**src/rtl/flex_shift_pkg.sv**
```systemverilog
// Shared encodings for the flexible shift register: operation modes and burst FSM states.
package flex_shift_pkg;

    typedef enum logic [2:0] {
        MODE_HOLD  = 3'b000,
        MODE_LOAD  = 3'b001,
        MODE_SHL   = 3'b010,
        MODE_SHR   = 3'b011,
        MODE_ROL   = 3'b100,
        MODE_ROR   = 3'b101,
        MODE_HOLD6 = 3'b110,
        MODE_HOLD7 = 3'b111
    } mode_e;

    typedef enum logic {
        ST_IDLE  = 1'b0,
        ST_BURST = 1'b1
    } state_e;

    // Only the four shift/rotate operations may be run as a multi-step burst.
    function automatic logic is_burst_mode(input logic [2:0] m);
        return mode_e'(m) inside {MODE_SHL, MODE_SHR, MODE_ROL, MODE_ROR};
    endfunction

endpackage

```
**src/rtl/flex_shift_step.sv**
```systemverilog
// Combinational single step of the shift register: next value plus the bit pushed out.
module flex_shift_step
    import flex_shift_pkg::*;
#(
    parameter int WIDTH = 8
) (
    input  logic [WIDTH-1:0] cur,
    input  logic [2:0]       mode,
    input  logic [WIDTH-1:0] load_data,
    input  logic             serial_in,
    output logic [WIDTH-1:0] nxt,
    output logic             out_bit,
    output logic             stepped
);

    always_comb begin
        nxt     = cur;
        out_bit = 1'b0;
        stepped = 1'b0;
        case (mode_e'(mode))
            MODE_LOAD: nxt = load_data;
            MODE_SHL: begin
                nxt     = {cur[WIDTH-2:0], serial_in};
                out_bit = cur[WIDTH-1];
                stepped = 1'b1;
            end
            MODE_SHR: begin
                nxt     = {serial_in, cur[WIDTH-1:1]};
                out_bit = cur[0];
                stepped = 1'b1;
            end
            MODE_ROL: begin
                nxt     = {cur[WIDTH-2:0], cur[WIDTH-1]};
                out_bit = cur[WIDTH-1];
                stepped = 1'b1;
            end
            MODE_ROR: begin
                nxt     = {cur[0], cur[WIDTH-1:1]};
                out_bit = cur[0];
                stepped = 1'b1;
            end
            default: nxt = cur;
        endcase
    end

endmodule

```
**src/rtl/flex_shift_reg.sv**
```systemverilog
// Loadable shift/rotate register with counted burst mode and synchronous set.
// Optional registered even-parity output when FLEX_SHIFT_PARITY_EN is defined.
module flex_shift_reg
    import flex_shift_pkg::*;
#(
    parameter int               WIDTH     = 8,
    parameter int               CNT_W     = 4,
    parameter logic [WIDTH-1:0] RESET_VAL = '0
) (
    input  logic             clock,
    input  logic             reset,
    input  logic             set,
    input  logic [2:0]       mode,
    input  logic [WIDTH-1:0] load_data,
    input  logic             serial_in,
    input  logic             start,
    input  logic [CNT_W-1:0] shift_count,
    output logic [WIDTH-1:0] q,
    output logic             serial_out,
    output logic             busy,
    output logic             done,
`ifdef FLEX_SHIFT_PARITY_EN
    output logic             parity,
`endif
    output logic             fsm_state
);

    state_e           state_q, state_d;
    logic [CNT_W-1:0] cnt_q, cnt_d;
    logic [2:0]       burst_mode_q, burst_mode_d;
    logic [2:0]       step_mode;
    logic [WIDTH-1:0] step_q, q_d;
    logic             step_bit, step_active;
    logic             serial_out_d, done_d;

    flex_shift_step #(.WIDTH(WIDTH)) u_step (
        .cur       (q),
        .mode      (step_mode),
        .load_data (load_data),
        .serial_in (serial_in),
        .nxt       (step_q),
        .out_bit   (step_bit),
        .stepped   (step_active)
    );

    // Priority: set, then an active burst, then start, then the live mode.
    always_comb begin
        state_d      = state_q;
        cnt_d        = cnt_q;
        burst_mode_d = burst_mode_q;
        done_d       = 1'b0;
        step_mode    = MODE_HOLD;
        q_d          = q;
        serial_out_d = serial_out;
        if (!set) begin
            q_d     = '1;
            state_d = ST_IDLE;
            cnt_d   = '0;
        end else if (state_q == ST_BURST) begin
            step_mode = burst_mode_q;
            q_d       = step_q;
            if (step_active) serial_out_d = step_bit;
            cnt_d = cnt_q - CNT_W'(1);
            if (cnt_q == CNT_W'(1)) begin
                state_d = ST_IDLE;
                done_d  = 1'b1;
            end
        end else if (start) begin
            if (is_burst_mode(mode) && shift_count != '0) begin
                state_d      = ST_BURST;
                cnt_d        = shift_count;
                burst_mode_d = mode;
            end else begin
                done_d = 1'b1;
            end
        end else begin
            step_mode = mode;
            q_d       = step_q;
            if (step_active) serial_out_d = step_bit;
        end
    end

    always_ff @(posedge clock or negedge reset) begin
        if (!reset) begin
            state_q      <= ST_IDLE;
            cnt_q        <= '0;
            burst_mode_q <= MODE_HOLD;
            q            <= RESET_VAL;
            serial_out   <= 1'b0;
            done         <= 1'b0;
        end else begin
            state_q      <= state_d;
            cnt_q        <= cnt_d;
            burst_mode_q <= burst_mode_d;
            q            <= q_d;
            serial_out   <= serial_out_d;
            done         <= done_d;
        end
    end

`ifdef FLEX_SHIFT_PARITY_EN
    // Computed from q_d so parity lands in the same cycle as the q it describes.
    always_ff @(posedge clock or negedge reset) begin
        if (!reset) parity <= 1'b0;
        else        parity <= ^q_d;
    end
`endif

    assign busy      = (state_q == ST_BURST);
    assign fsm_state = state_q;

endmodule

```
**config.mk**
```make
export PLATFORM = sky130hd
export DESIGN_NAME = flex_shift_reg
export DESIGN_NICKNAME = d
export VERILOG_FILES = /design/src/rtl/flex_shift_pkg.sv /design/src/rtl/flex_shift_step.sv /design/src/rtl/flex_shift_reg.sv
export SDC_FILE = /design/constraint.sdc
export NUM_CORES = 1
export LEC_CHECK = 0
export ABC_CLOCK_PERIOD_IN_PS = 2600
export CAP_MARGIN = 25
export CORE_MARGIN = 4
export CORE_UTILIZATION = 30
export DETAILED_ROUTE_END_ITERATION = 10
export SLEW_MARGIN = 0
export SYNTH_ARGS = -nofsm -noshare
export SYNTH_HDL_FRONTEND = slang
export SYNTH_HIERARCHICAL = 1
export SYNTH_SLANG_ARGS = --single-unit
export TNS_END_PERCENT = 1
```
**constraint.sdc**
```tcl
create_clock -name clock -period 2.6 [get_ports clock]
set_clock_uncertainty 0.2 [all_clocks]
set_input_delay 0.39 -clock clock [delete_from_list [all_inputs] [get_ports clock]]
set_output_delay 0.39 -clock clock [all_outputs]
set_load 0.05 [all_outputs]
```
Cell outlines without signal wires:
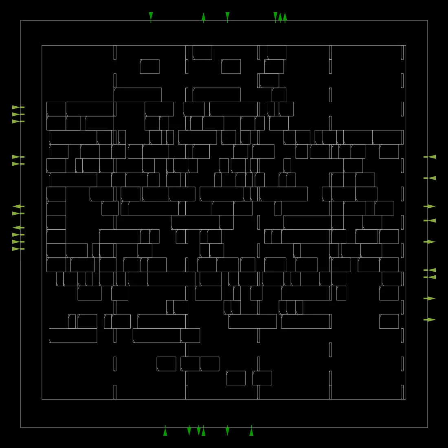
final std cells w/o fill: 262
post-layout util: 41.4%
count of standard-cell rows: 25
final sequential cell count: 18

Ports around the boundary:
Pins as bars across the die edge, other pins in gray.
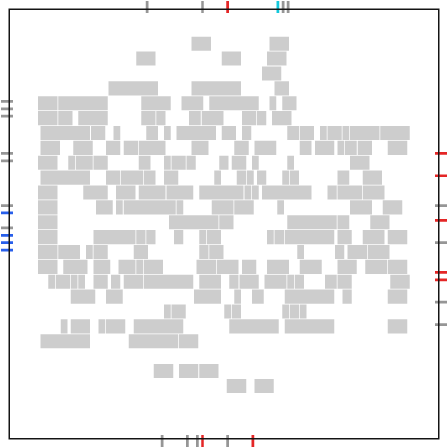
- cyan: `serial_in` (pins 1; direction input; edge north)
- red: `load_data` (pins 8; direction input; edge 5 east, 2 south, 1 north)
- blue: `shift_count` (pins 4; direction input; edge west)
horizontal die dimension: 78.2 um
die span in y: 78.2 um
count of input and output buffers: 31

==> run_results.csv <==
group,metric,value,unit
drt,drc,0,
grt,grtUsageTotal,11.6,%
drt,routed_wire_length_per_instance,13.0,um
clocking,clk_root_buffer_cell,"clkbuf_8",
synth,postSynthCellCount,159,
worst_setup_path,path_max_fanout,21,
clocking,htree_levels,1,
cells_and_area,largest_register_ff_count,8,
sta,setup-tns-final,0,ns
worst_setup_path,critical_path_class,"input port to flop",
worst_setup_path,rr_endpoint,"q[6]",
synth,mappedNetlistNets,181,
cells_and_area,largest_register,"q",
synth,syn_area,1480,sq um
grt,antenna_found_initial,0,
synth,synth.yosys.warnings,6,
pwr,totalPowerFinal,0.00105,W
floorplanning,floorplan.io_pins,32,
worst_setup_path,r2r-start,"busy",
placed_design,placed_area,1910,sq um
drt,postRouteAntennaNets,0,
worst_setup_path,startpoint_type,"input port",
sta,portion_of_the_clock_cycle_consumed_by_the_worst_path_in_the_final_layout,88.2,%
drt,vias,1293,
worst_setup_path,data_arrival_time_at_the_worst_slack_endpoint,2.23,ns
cells_and_area,finalInstanceArea,1970,sq um
drt,drt-vias-per-instance,4.94,
cells_and_area,final_layout_top_logic_cells,"clkdlybuf4s50_1 (31), nand2_1 (23), dfrtp_1 (17)",
flow_run,cap_viol_max_count,0,
sta,worst_setup_slack_after_layout,0.308,ns
worst_setup_path,timing.critical_path.to_type,"flop",
worst_setup_path,timing.critical_path.from,"mode[0]",
sta,worst_slew_margin_rel,66.5,%
run_status,run_status,"complete, no violations",
worst_setup_path,worstPathRequired,2.54,ns
worst_setup_path,reg2reg_slack,0.47,ns
clocking,total_cts_buffers,3,
clocking,cts_repair_resize_count,0,
synth,ys_seq_share,30.4,%
placed_design,place.gp.congestion,0.758,
cells_and_area,fin_nets,218,
cells_and_area,antenna-diode-count,0,
pwr,leakagePower,0.777,nW
worst_setup_path,r2r.worst_path.cells,9,
clocking,ctsLongestPathBuffers,2,
synth,synth_cell_type_count,48,
grt,grt_overflow_total,0,
sta,fmax,436,MHz
placed_design,pre_cts_ws,0.0354,ns
clocking,numClockSinks,18,
clocking,reg_clk_slew_reported_paths,0.07,ns
clocking,cts_tree,"built",
cells_and_area,mostFrequentLayoutCell,"clkdlybuf4s50_1",
cells_and_area,layout-area-overhead-vs-synth,32.9,%
sta,hold_slack,0.261,ns
clocking,post-cts-setup-buffers,0,
synth,synth_async_sr_flop_share,100,%
drt,detail_route.wirelength,3400,um
floorplanning,floorplan.die_area,6120,sq um
[power by group]
group	switching, W	internal, W	leakage [nW]
combinational	0.000233	0.000213	0.542
clock	0.000100	0.000135	0.0288
sequential	0.0000470	0.000323	0.206
[cells by family after synthesis]
family          after synthesis  share of synthesized area (%)
flops                        18                           30.4
xor+xnor                      3                           1.78
fa+ha+maj                     2                           1.69
buf+inv                      18                           6.93
simple gates                 58                           19.9
compound gates               32                           17.3
mux                          28                           21.9
[final cells by class]
| type | count | area (sq um) |
|---|---|---|
| inverter | 5 | 18.8 |
| sequential | 18 | 452 |
| multi-input combinational | 123 | 930 |
| fill | 494 | 2790 |
| timing repair buffer | 45 | 428 |
| clock buffer | 4 | 55.1 |
| tap | 67 | 83.8 |
[Yosys cell counts (3+ instances only)]
library cell | count | share of area [%]
a21oi_1 | 4 | 1.4
buf_2 | 4 | 1.4
buf_4 | 3 | 1.5
clkbuf_1 | 3 | 0.76
dfrtp_1 | 18 | 30
inv_1 | 5 | 1.3
mux2_2 | 12 | 9.1
mux2_4 | 3 | 3.0
mux2i_1 | 11 | 7.4
nand2_1 | 23 | 5.8
nand2b_1 | 6 | 2.5
nand3_1 | 9 | 3.0
nor2_1 | 7 | 1.8
o211ai_1 | 5 | 2.5
o21ai_1 | 5 | 1.7
[worst max-delay path, cell delays in order]
cell and delay (ns):
clkdlybuf4s50_1 0.47, nor3b_1 0.18, a21oi_1 0.06, nor2_1 0.17, buf_12 0.19, mux4_2 0.50
nor2_1 0.10, a21oi_1 0.05, nand2_1 0.05, nand3_1 0.06
[metal layers]
metal  track usage (%)  part of all wire (%)  vias up
met5                 0                     0        -
met3              1.83                   5.1        4
li1                  -                     -      647
met2              19.6                    46       37
met1              15.7                    48      605
met4              2.62                  0.91        0
Power and IR drop assume default switching activity.
